`src/rtl/fifo_wr_arbiter.sv`:
```
// Round-robin write arbiter sharing one FIFO between four producers.
// Registers the FIFO write port and tracks committed occupancy, in-flight write included.
module fifo_wr_arbiter #(
    parameter int unsigned DW    = 8,
    parameter int unsigned DEPTH = 16,
    parameter int unsigned LW    = 5
) (
    input  logic          clk,
    input  logic          rst,
    input  logic [3:0]    req,
    input  logic [DW-1:0] data0,
    input  logic [DW-1:0] data1,
    input  logic [DW-1:0] data2,
    input  logic [DW-1:0] data3,
    output logic [3:0]    gnt,
    output logic          fifo_we,
    output logic [DW-1:0] fifo_din,
    input  logic          fifo_re,
    input  logic          fifo_empty,
    output logic [LW-1:0] level
);

    localparam int unsigned NREQ = 4;
    localparam int unsigned PW   = 2;

    logic [PW-1:0] ptr_q,      ptr_d;
    logic [LW-1:0] level_q,    level_d;
    logic          fifo_we_q,  fifo_we_d;
    logic [DW-1:0] fifo_din_q, fifo_din_d;

    logic [PW-1:0] idx;
    logic [PW-1:0] win_idx;
    logic          found;
    logic          wr;
    logic          rd;
    logic [DW-1:0] win_data;

    // Search req starting at ptr; grant only below full and out of reset.
    always_comb begin
        idx     = '0;
        win_idx = '0;
        found   = 1'b0;
        gnt     = '0;
        for (int k = 0; k < NREQ; k++) begin
            idx = ptr_q + PW'(k);
            if (!found && req[idx]) begin
                found   = 1'b1;
                win_idx = idx;
            end
        end
        if (found && (level_q < LW'(DEPTH)) && rst) begin
            gnt[win_idx] = 1'b1;
        end
    end

    always_comb begin
        win_data = data0;
        case (win_idx)
            2'd0:    win_data = data0;
            2'd1:    win_data = data1;
            2'd2:    win_data = data2;
            default: win_data = data3;
        endcase
    end

    assign wr = |(req & gnt);
    assign rd = fifo_re && !fifo_empty;

    // Next-state: registered write port, pointer advance and saturating level.
    always_comb begin
        fifo_we_d  = wr;
        fifo_din_d = fifo_din_q;
        ptr_d      = ptr_q;
        level_d    = level_q;
        if (wr) begin
            fifo_din_d = win_data;
            ptr_d      = win_idx + PW'(1);
        end
        if (wr && !rd) begin
            if (level_q < LW'(DEPTH)) begin
                level_d = level_q + LW'(1);
            end
        end else if (rd && !wr) begin
            if (level_q != '0) begin
                level_d = level_q - LW'(1);
            end
        end
    end

    always_ff @(posedge clk or negedge rst) begin
        if (!rst) begin
            ptr_q      <= '0;
            level_q    <= '0;
            fifo_we_q  <= 1'b0;
            fifo_din_q <= '0;
        end else begin
            ptr_q      <= ptr_d;
            level_q    <= level_d;
            fifo_we_q  <= fifo_we_d;
            fifo_din_q <= fifo_din_d;
        end
    end

    assign fifo_we  = fifo_we_q;
    assign fifo_din = fifo_din_q;
    assign level    = level_q;

endmodule
```
`config.mk`:
```
export PLATFORM = sky130hd
export DESIGN_NAME = fifo_wr_arbiter
export DESIGN_NICKNAME = d
export VERILOG_FILES = /design/src/rtl/fifo_wr_arbiter.sv
export SDC_FILE = /design/constraint.sdc
export NUM_CORES = 1
export LEC_CHECK = 0
export ABC_AREA = 1
export CORE_MARGIN = 5
export CORE_UTILIZATION = 43
export CTS_CLUSTER_SIZE = 24
export DETAILED_ROUTE_END_ITERATION = 12
export PLACE_DENSITY = 0.83
export REMOVE_ABC_BUFFERS = 1
export SLEW_MARGIN = 25
export SYNTH_ARGS = -nofsm -noshare
export SYNTH_HDL_FRONTEND = slang
export SYNTH_SLANG_ARGS = --single-unit
```
`constraint.sdc`:
```
create_clock -name clk -period 4.93 [get_ports clk]
set_input_delay 0.493 -clock clk [delete_from_list [all_inputs] [get_ports clk]]
set_output_delay 0.493 -clock clk [all_outputs]
set_load 0.03 [all_outputs]
```
Figure 1. Cells by drive strength (run 1).
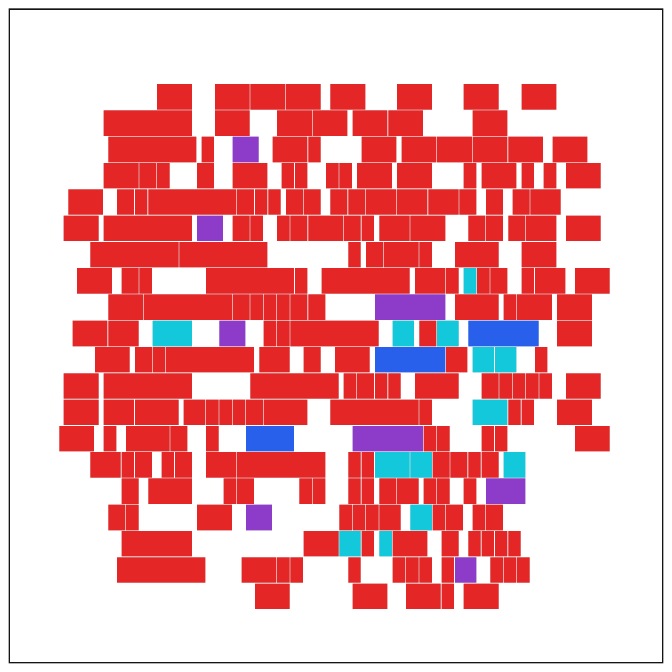
x3 and x4 -> purple  # cells 8, share 3.2%, most used clkbuf_4
x2 -> cyan  # cells 13, share 5.2%, most used nand2_2
x1 and smaller -> red  # cells 225, share 90%, most used clkdlybuf4s50_1
x6 and larger -> blue  # cells 3, share 1.2%, most used nor2_8
Area Growth Syn to Fin: 43.1%
fin worst setup slack: 0.887 ns
Signal buffers: 58
design area: 0.00203 mm²

Figure 2. Metal 1 (run 1).
Supply wires on this layer in gray. Cells faint in the background.
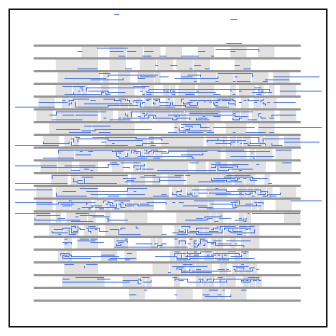
main direction = horizontal
share of all routed wire = 43%
wire length on this layer = 1710 µm

Figure 3. The clock network (run 1).
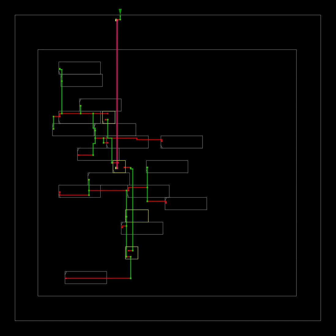
Late-Pin Clk Latency: 0.28 ns
CTS sink count: 16
total CTS buffers: 3

==> reports/qor.txt, run 1 <==
Avg WL per Cell = 13.5 µm
WHS Endpoint = fifo_din[4]$_DFFE_PN0P_
Slew @ Worst Pin = 0.364 ns
Cell count after synthesis = 195
Reg area = 400 µm²
Top non-seq family = simple AND/OR/NAND/NOR gates
CTS Buffer Depth = 2
Reg2reg end = level[3]$_DFFE_PN0P_
Post-DRT Antenna Nets = 0
Inserted Diodes = 0
Avg Cell Area, Syn = 7.28 µm²
Largest area contributor in the netlist = dfrtp_1
Hold path start = fifo_din[4]$_DFFE_PN0P_
TritonCTS clock tree = done
Top cells by area = dfrtp_1 (28%), nand2_1 (15%), nand3_1 (9.9%), ha_1 (6.2%), a221oi_1 (4.9%)
Global-route met2 utilization = 27.8%
Crit path DRT = 5.14 ns
DR vias = 1490
Uppermost layer routed = met4
Crit path time final = 4.04 ns
Die Size = 0.00455 mm²
Sequential share of the synthesized area = 28.2%
Hold WS = 0.514 ns
Crit path from = req[1]
Total GRT Usage = 17.5%
Post-synth regs = 16
M1 GR Usage = 23.1%
Outcome = completed
Num ports = 58
Max Clock Freq = 247 MHz
Tcrit/Tclk final = 82.0%
DRC violations left = 0
Number of warnings in the stage logs = 27
Die width = 67.5 µm
Total grt overflow = 0
Flop share of the area = 19.7%
Gpl congestion = 0.944
Post-Syn Area = 0.00142 mm²
Dominant class by area = logic gates
Largest register FFs = 8
Final core occ = 65.5%
Post-Route M1 WL = 1710 µm
RSZ-0062 raised after global routing = false
Post-Route WL = 3970 µm
CP Class = input port to register
Max-cap violations = 0
Core area = 0.00310 mm²
Registers = 16
# Cells Yosys = 195
Layout Nets = 298
Setup TNS = 0 ns
Most numerous logic cell after layout = clkdlybuf4s50_1
Placed cell areas = 0.00200 mm²
Fill cells = 285
Starting density of the core = 45.8%
CP arrival = 4.25 ns
Worst clock skew = 0.00328 ns
Setup crit end = level[3]$_DFFE_PN0P_
Final setup viols = 0
Hold-fix buffers, CTS = 0
Global-route wire length before repair = 6170 µm
Flop2flop setup slack = 0.96 ns
Cts repair resizes = 0
Site row count = 20
Root buffer cell = clkbuf_4
Dpl cells = 289
Drt first pass iters = 5
Distinct lib cells = 27
Critical R2R Launch = ptr_q[0]$_DFFE_PN0P_
Final slew viol count = 0
TAP cells = 44
Hold Path Depth = 2
Most numerous logic cells after layout = clkdlybuf4s50_1 (57), nand2_1 (55), nand3_1 (28)
run 1: cells in the mapped netlist (all sizes together):
library cell	count
nand2	62
dfrtp	16
a21oi	11
nand4	3
inv	21
nor4	1
o21ai	3
buf	7
clkbuf	1
ha	7
fa	1
nand3	30
mux2	1
nand3b	2
nor2	16
a221oi	8
xnor2	5
run 1: worst max-delay path, stage by stage:
cell,delay [ns]
clkdlybuf4s50_1,0.47
inv_1,0.08
nand2_1,0.06
nand3_1,0.13
nand2_1,0.11
nor2_4,0.18
nand3_1,0.10
nand3_1,0.09
nand2_2,0.20
inv_2,0.15
ha_1,0.38
nand4_1,0.18
nand2_2,0.15
nand3b_4,0.22
ha_1,0.26
inv_1,0.13
ha_1,0.35
a21oi_1,0.16
nand2_1,0.08
xnor2_1,0.12
o21ai_0,0.15
Figure 4. Routed clock nets over the placement (run 1).
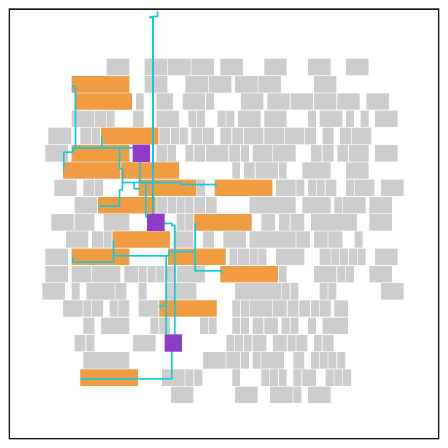

## Run 2: what changed since run 1
==> constraint.sdc (replaced) <==
create_clock -name clk -period 4.2 [get_ports clk]
set_input_delay 0.42 -clock clk [delete_from_list [all_inputs] [get_ports clk]]
set_output_delay 0.42 -clock clk [all_outputs]
set_load 0.03 [all_outputs]
Figure 5. Routed clock nets over the placement (run 2).
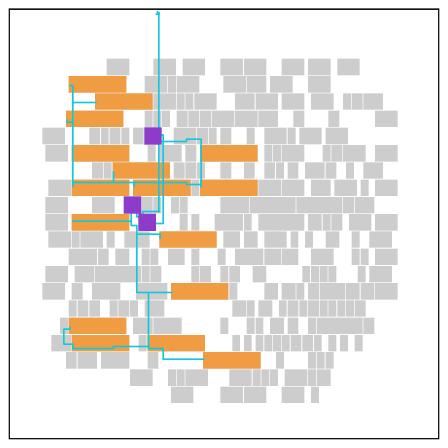
clock wires -> cyan  # length 189 µm
flip-flops -> orange  # count 16
clock-net drivers -> purple  # count 3
routed clock nets = 4
worst clock skew: 0.00450 ns

==> run 2 against run 1 <==
Net effect: clock-buffer cell count unchanged; synthesized area unchanged; cell count up 1.0%; flip-flop count unchanged; critical endpoint is now level[4]$_DFFE_PN0P_; largest cell class unchanged.
==> reports/qor.txt, run 2 <==
Total grt overflow = 0
Slew @ Worst Pin = 0.346 ns
Gpl congestion = 0.959
Fin worst setup slack = 0.531 ns
Inserted Diodes = 0
#MultiIn Comb = 150
H-Tree Depth = 1
Area share, top type = 28.2%
Synthesis area per yosys = 0.00142 mm²
DRC violations left = 0
Uppermost layer routed = met4
Flop2flop setup slack = 0.58 ns
Site row count = 20
Largest register FFs = 8
Adder-Cell Fraction of Synth Area = 7.58%
Top_reg_cell synth = dfrtp_1
Vias in the first global route = 1487
PortBufs = 57
Registers = 16
Max-cap violations = 0
Final slew viol count = 0
Late-Pin Clk Latency = 0.28 ns
Count leader, synth = nand2_1
DR iter-0 viols = 129
Largest net degree at the start of global routing = 17
Synth cell count leaders = nand2_1 (55), nand3_1 (28), inv_1 (18)
Post-Route M1 WL = 1740 µm
TAP cells = 44
Top cells by area = dfrtp_1 (28%), nand2_1 (15%), nand3_1 (9.9%), ha_1 (6.2%), a221oi_1 (4.9%)
# Cells Yosys = 195
Root buffer cell = clkbuf_4
Post-Synth AOI/OAI Area = 9.87%
Rel. slew slack = 76.8%
Total CTS buffers = 3
Met3 wire len = 174 µm
CTS Buffer Depth = 2
Setup crit end = level[4]$_DFFE_PN0P_
Area Growth Syn to Fin = 44.7%
Global-route met2 utilization = 30.5%
Avg Cell Area, Syn = 7.28 µm²
Clock tree buffer count of the final layout = 4
Largest area contributor in the netlist = dfrtp_1
Hold-fix buffers, CTS = 0
Cell count after synthesis = 195
Reg area = 400 µm²
Hold Crit Class = input port to async pin
Crit path time final = 3.67 ns
Post-CTS setup buffers = 0
Post-synth regs = 16
Post-DRT Antenna Nets = 0
Starting density of the core = 45.8%
M1 GR Usage = 25.1%
Tcrit/Tclk final = 87.3%
Die width = 67.5 µm
Layout Nets = 301
Dpl cells = 292
Die Size = 0.00455 mm²
Avg WL per Cell = 13.4 µm
Comb area = 881 µm²
Yosys xor share = 3.08%
Top non-seq family = simple AND/OR/NAND/NOR gates
Hold Vio Cnt, Final = 0
Crit-path max FO = 12
Most numerous logic cell after layout = clkdlybuf4s50_1
Initial antenna violation count = 0
CP arrival = 3.84 ns
Post-Syn Area = 0.00142 mm²
Critical Path End Type = register
Fill cells = 283
Critical R2R Launch = ptr_q[0]$_DFFE_PN0P_
Setup TNS = 0 ns
DR vias = 1498
Design area = 0.00205 mm²
Share of layout cells above drive strength 1 = 10.7%
Routed wl met2 = 1980 µm
Final core occ = 66.2%
Post-route insts no fill = 296
CTS sink count = 16
Final HPWL DP = 3190 µm
Sequential share of the synthesized area = 28.2%
Cts repair resizes = 0
Global-route wire length before repair = 6650 µm
CP Class = input port to register
Flop share of the area = 19.5%
Signal buffers = 61
Die H = 67.5 µm
Busiest grt layer = met2
Crit path from = req[1]
Synth mux share = 0.793%
Most numerous logic cells after layout = clkdlybuf4s50_1 (57), nand2_1 (55), nand3_1 (28)
Clock buf/inv share = 1.77%
Inverter count = 21
Max Clock Freq = 273 MHz
Reg2reg end = level[4]$_DFFE_PN0P_
Core area = 0.00310 mm²
Num ports = 58
Outcome = completed
Non-clock buffer share of cell area = 29.2%
TritonCTS clock tree = done
Met3 global-route usage = 2.16%
Number of warnings in the stage logs = 27
RSZ-0062 raised after global routing = false
Dominant class by area = logic gates
Final setup viols = 0
Post-Route WL = 3960 µm
Worst reg-to-reg path cell count = 21
Post-synth EDFFs = 0
Drt first pass iters = 4
Total GRT Usage = 18.6%
Hold WS = 0.516 ns
Clock slew at reported path FFs = 0.09 ns
Placed cell areas = 0.00202 mm²
Post-synth ARST share = 100%
Place WS = 0.234 ns
Distinct lib cells = 27
Crit path DRT = 4.37 ns
-- run 2: netlist changes by cell type in the layout (fill, tap and decap cells not counted), sizes merged --
cell | before | now
buf | 1 | 4
-- run 2: critical path: stages --
cell,delay (ns)
clkdlybuf4s50_1,0.48
inv_1,0.08
nand2_1,0.06
nand3_1,0.13
nand2_1,0.11
nor2_4,0.17
nand3_1,0.08
nand3_1,0.09
nand2_2,0.21
inv_2,0.16
ha_1,0.17
nand4_1,0.11
nand2_2,0.14
nand3b_4,0.22
ha_1,0.25
inv_1,0.13
fa_1,0.42
nand3_1,0.09
nand2_1,0.07
xnor2_1,0.13
o21ai_0,0.10
-- run 2: cell families after synthesis --
logic type / after synthesis
xor+xnor: 5
mux: 1
simple gates: 114
compound gates: 22
flops: 16
fa+ha+maj: 8
buf+inv: 29
